File: config.mk
export PLATFORM = sky130hd
export DESIGN_NAME = dircc_poets_tx
export DESIGN_NICKNAME = d
export VERILOG_FILES = /design/src/rtl/dircc_poets_tx.sv
export SDC_FILE = /design/constraint.sdc
export NUM_CORES = 1
export LEC_CHECK = 0
export CAP_MARGIN = 10
export CORE_MARGIN = 2
export CORE_UTILIZATION = 55
export DETAILED_ROUTE_END_ITERATION = 7
export GPL_TIMING_DRIVEN = 1
export PLACE_DENSITY = 0.88
export SLEW_MARGIN = 20
export SYNTH_ARGS = -nofsm -noshare
export SYNTH_HDL_FRONTEND = slang
export SYNTH_SLANG_ARGS = --single-unit
File: constraint.sdc
create_clock -name clk_clk -period 6.7 [get_ports clk_clk]
set_clock_uncertainty 0.1 [all_clocks]
set_input_delay 0.67 -clock clk_clk [delete_from_list [all_inputs] [get_ports clk_clk]]
set_output_delay 0.67 -clock clk_clk [all_outputs]
set_load 0.02 [all_outputs]
File: src/rtl/dircc_poets_tx.sv
// Serialises a buffered payload into one Avalon-ST packet: dest header, source header, then payload words.
// Latency: first beat in the cycle after send is accepted. Backpressure: ready low holds the current beat unchanged.
module dircc_poets_tx #(
    parameter int MAX_WORDS = 8,
    parameter int LEN_W     = 9
) (
    input  logic                         clk_clk,
    input  logic                         reset_reset_n,
    input  logic [31:0]                  node_address_address,
    input  logic                         wr_en,
    input  logic [$clog2(MAX_WORDS)-1:0] wr_addr,
    input  logic [31:0]                  wr_data,
    input  logic                         send,
    input  logic [31:0]                  msg_dest,
    input  logic [LEN_W-1:0]             msg_len_bytes,
    output logic                         busy,
    output logic                         done,
    output logic                         send_err,
    output logic [31:0]                  output_poets_data,
    output logic                         output_poets_valid,
    input  logic                         output_poets_ready,
    output logic                         output_poets_startofpacket,
    output logic                         output_poets_endofpacket,
    output logic [1:0]                   output_poets_empty
);

    localparam int IDX_W = $clog2(MAX_WORDS);
    localparam logic [LEN_W-1:0] MAX_BYTES = LEN_W'(MAX_WORDS * 4);

    typedef enum logic [1:0] {
        IDLE,
        HDR_DST,
        HDR_SRC,
        PAYLOAD
    } state_t;

    state_t             r_state;
    state_t             w_state_nxt;

    logic [31:0]        r_buf [MAX_WORDS];
    logic [31:0]        r_dst;
    logic [31:0]        r_src;
    logic [IDX_W-1:0]   r_idx;
    logic [IDX_W-1:0]   r_last_idx;
    logic               r_len_zero;
    logic [1:0]         r_empty;
    logic               r_done;
    logic               r_send_err;

    logic               w_idle;
    logic               w_send_ok;
    logic               w_send_bad;
    logic               w_fire;
    logic [31:0]        w_data;
    logic               w_valid;
    logic               w_sop;
    logic               w_eop;
    logic [1:0]         w_empty;

    assign w_idle     = (r_state == IDLE);
    assign w_send_ok  = w_idle && send && (msg_len_bytes <= MAX_BYTES);
    assign w_send_bad = w_idle && send && (msg_len_bytes > MAX_BYTES);
    assign w_fire     = w_valid && output_poets_ready;

    always_comb begin
        w_state_nxt = r_state;
        w_data      = 32'd0;
        w_valid     = 1'b0;
        w_sop       = 1'b0;
        w_eop       = 1'b0;
        w_empty     = 2'd0;
        case (r_state)
            IDLE: begin
                if (w_send_ok) w_state_nxt = HDR_DST;
            end
            HDR_DST: begin
                w_valid = 1'b1;
                w_data  = r_dst;
                w_sop   = 1'b1;
                if (output_poets_ready) w_state_nxt = HDR_SRC;
            end
            HDR_SRC: begin
                w_valid = 1'b1;
                w_data  = r_src;
                w_eop   = r_len_zero;
                if (output_poets_ready) w_state_nxt = r_len_zero ? IDLE : PAYLOAD;
            end
            PAYLOAD: begin
                w_valid = 1'b1;
                w_data  = r_buf[r_idx];
                w_eop   = (r_idx == r_last_idx);
                w_empty = w_eop ? r_empty : 2'd0;
                if (output_poets_ready && w_eop) w_state_nxt = IDLE;
            end
            default: w_state_nxt = IDLE;
        endcase
    end

    always_ff @(posedge clk_clk or negedge reset_reset_n) begin
        if (!reset_reset_n) begin
            r_state    <= IDLE;
            r_dst      <= 32'd0;
            r_src      <= 32'd0;
            r_idx      <= '0;
            r_last_idx <= '0;
            r_len_zero <= 1'b0;
            r_empty    <= 2'd0;
            r_done     <= 1'b0;
            r_send_err <= 1'b0;
        end else begin
            r_state    <= w_state_nxt;
            r_done     <= w_fire && w_eop;
            r_send_err <= w_send_bad;
            if (w_send_ok) begin
                r_dst      <= msg_dest;
                r_src      <= node_address_address;
                r_idx      <= '0;
                // ceil(len/4)-1 == (len-1)/4 for len >= 1; unused when len is zero
                r_last_idx <= IDX_W'((msg_len_bytes - LEN_W'(1)) >> 2);
                r_len_zero <= (msg_len_bytes == '0);
                r_empty    <= 2'd0 - msg_len_bytes[1:0];
            end else if (r_state == PAYLOAD && output_poets_ready) begin
                r_idx      <= r_idx + IDX_W'(1);
            end
        end
    end

    // Buffer is locked while a packet is in flight, so payload reads stay stable across stalls
    always_ff @(posedge clk_clk) begin
        if (wr_en && w_idle) r_buf[wr_addr] <= wr_data;
    end

    assign busy                       = !w_idle;
    assign done                       = r_done;
    assign send_err                   = r_send_err;
    assign output_poets_data          = w_data;
    assign output_poets_valid         = w_valid;
    assign output_poets_startofpacket = w_sop;
    assign output_poets_endofpacket   = w_eop;
    assign output_poets_empty         = w_empty;

endmodule

### Sequential cells coloured by netlist name

(1.5 px per um) Other sequential cells in the stronger grey, the rest of the logic in the fainter grey.
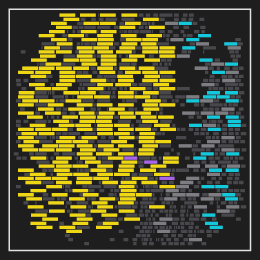
r_idx: drawn in purple, placed flops 3. r_buf: drawn in yellow, placed flops 256. r_dst: drawn in cyan, placed flops 32, where a vertical strip on the right.
Another 42 sequential cells are not coloured.

### I/O nets highlighted

(2 px per um)
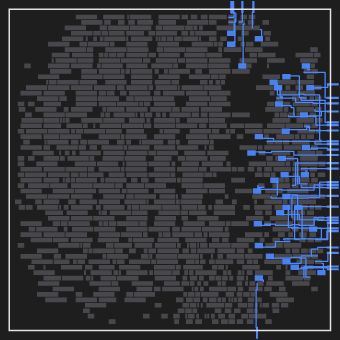
node_address_address: drawn in blue, bits 32, direction input, edge 27 east, 4 north, 1 south, end cells 32, buffers 32, wire 1060 um.

### Routed metal, one colour a layer

(2 px per um)
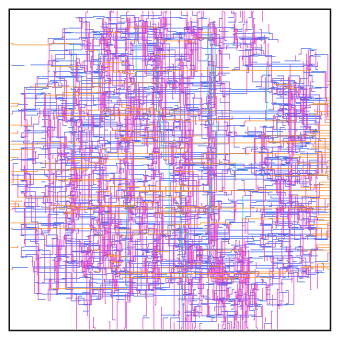
met1: drawn in blue, wire length 12600 um. met2: drawn in magenta, wire length 14500 um. met4: drawn in cyan, wire length 682 um. met3: drawn in orange, wire length 2790 um.
routed via count: 7485
total global-route track usage: 23.9%
drt wl/cell: 24.5 um
final WL: 30600 um

### Congestion heat map

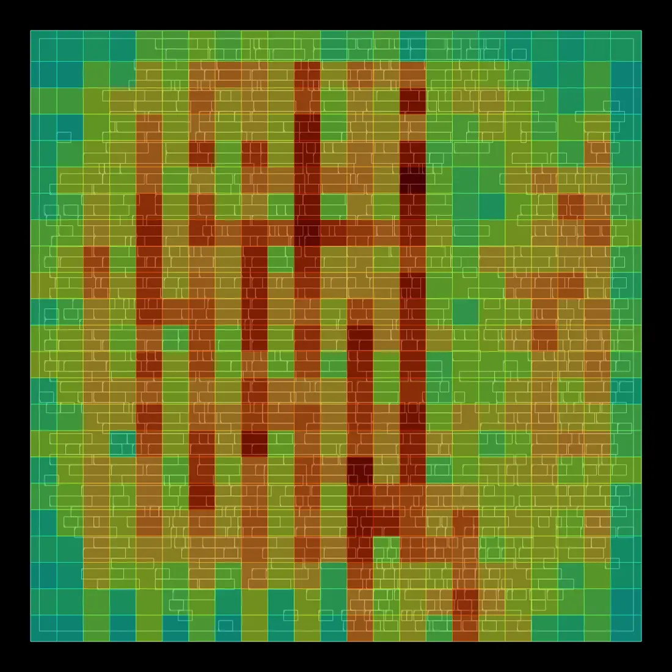
met1 usage: 33.3%
GR Util met3: 6.70%

==> impl_metrics.tcl <==
# place-and-route summary
set metrics [dict create \
    status "finished, final reports clean" \
    cts-htree-levels 2 \
    avgViaCountPerCell 6.00 \
    cts_tree "built" \
    wl_met2_um 14500 \
    post-dp-hpwl_um 17700 \
    fa_ha_area_share_pct 0.281 \
    ff2ff_path_depth 4 \
    cp-endpoint "output_poets_data[22]" \
    cp_top_family "buffers and inverters" \
    maxSlewViolCount 0 \
    start_kind "register" \
    slowest_stage "dfrtp_4" \
    topCellsByArea "edfxtp_1 58%, dfrtp_1 14%, mux2_2 11%" \
    internal-power_mw 4.51 \
    reg2reg_slack_ns 3.94 \
    final_util_pct 67.6 \
    critPathBufInv 2 \
    flop_cell "edfxtp_1" \
    startpoint "r_idx[0]" \
    crit_path_max_incr_delay_ns 1.08 \
    worst_slack_ns 2.24 \
    crit_fanout 67 \
    synthMuxAreaShare_pct 16.7 \
    irDropWorstVdd_mv 0.240 \
    reg_top3 "r_buf: 256 flops, r_dst: 32 flops, r_src: 32 flops" \
    cp_data_required_time_ns 5.93 \
    p_switching_mw 2.13 \
    syn_area_per_cell_um2 18.1 \
    top_area_share_pct 57.5 \
    ctsResizeCount 0 \
    portBuffers 152 \
    critical_path.cell_chain "buf_4, mux4_2, nor2b_1, o31ai_1, clkdlybuf4s50_1" \
    io_pins 153 \
    m1WireLength_um 12600 \
    clkLatencyLatePin_ns 0.52 \
    edf_count 256 \
    drive_gt1_share_pct 25.2 \
    post_cts_buffers 0 \
    synthTopCellsByCount "256 x edfxtp_1, 127 x mux2_2, 77 x dfrtp_1" \
    routed.top_layer "met4" \
    async_flop_share_pct 23.1 \
    met3WireLength_um 2790 \
    dr.pass1.iters 6 \
    arrival_ns 3.69 \
    synthesis.instances 740 \
    die_height_um 160 \
    crit_cells 5 \
    p_leak_nw 5.66 \
    hold_viol_final 0 \
    clkTransAtPathRegs_ns 0.06 \
    finalClockPeriodUsage_pct 66.5 \
    syn_area_mm2 0.0134 \
    grt_pass1_vias 7726 \
    ys_sh_aoi_pct 5.69 \
    p_seq_share_pct 40.9 \
    tool_warnings 27 \
    hold_class "in -> async" \
    placed_area_mm2 0.0152 \
    placed_cells 1183 \
    switching_share_pct 32.1 \
    flow.area_growth_from_synthesis_pct 22.0 \
    timing.fmax_ghz 0.224 \
    place_ws_ns 2.66 \
    gp_congestion 0.744 \
    yosysWarnings 0 \
    syn-num-nets 856 \
    core_area_mm2 0.0241 \
    clock_tree.root_cell "clkbuf_16" \
    most_common_cell "edfxtp_1" \
    cts-hold-fix-buffers 0 \
    max_flop_register "r_buf" \
]
## power groups by stage
stage | registers (mW) | clock network (mW) | logic (mW)
after global placement | 2.73 | 0 | 2.09
after detailed placement | 2.75 | 0 | 2.13
after CTS | 2.71 | 1.80 | 2.15
after floorplan | 2.57 | 0 | 1.43
final | 2.71 | 1.78 | 2.14
after global routing | 2.75 | 1.89 | 2.27
## worst min-delay path by stage
stage / startpoint / to / slack (ns) / cells past startpoint
final: reset_reset_n / send_err / 0.18 / 1
after CTS: reset_reset_n / done / 0.23 / 1
after global routing: reset_reset_n / send_err / 0.27 / 1
after floorplan: reset_reset_n / done / 0.27 / 0
after global placement: r_src[27] / r_src[27] / 0.37 / 1
after detailed placement: r_src[29] / r_src[29] / 0.38 / 1
## cell families after synthesis
group,after synthesis
AOI/OAI and AO/OA,105
xor gates and xnor gates,8
adders and majority gates,3
buffers and inverters,51
DFF,333
muxes,166
and+or+nand+nor,74
## final cells by class
| cell class | count | area, um^2 |
|---|---|---|
| diodes | 2 | 5.00 |
| inverters | 6 | 22.5 |
| well taps | 324 | 405 |
| fillers | 1605 | 7810 |
| clock buffers | 46 | 917 |
| multi-input cells | 356 | 3550 |
| flip-flops and latches | 333 | 9620 |
| repair buffers | 166 | 1660 |
| clock inverters | 14 | 120 |
## cells in the final DEF, fill, tap and decap left out, types with 3 or more instances in the layout
cell type / n
mux2_2: 127
clkdlybuf4s50_1: 151
nand2b_1: 4
xor2_1: 5
edfxtp_1: 256
inv_1: 6
nor2b_1: 21
a22oi_1: 32
nor2_1: 19
xnor2_1: 3
clkbuf_16: 35
ha_1: 3
mux4_2: 32
buf_4: 13
clkbuf_1: 11
o31ai_1: 32
dfrtp_1: 76
clkinv_2: 3
nand2_1: 3
o22ai_1: 32
clkinv_1: 7
mux2_1: 6
nor2_4: 4
and3_1: 3
Power is estimated from default activity; no workload was simulated.
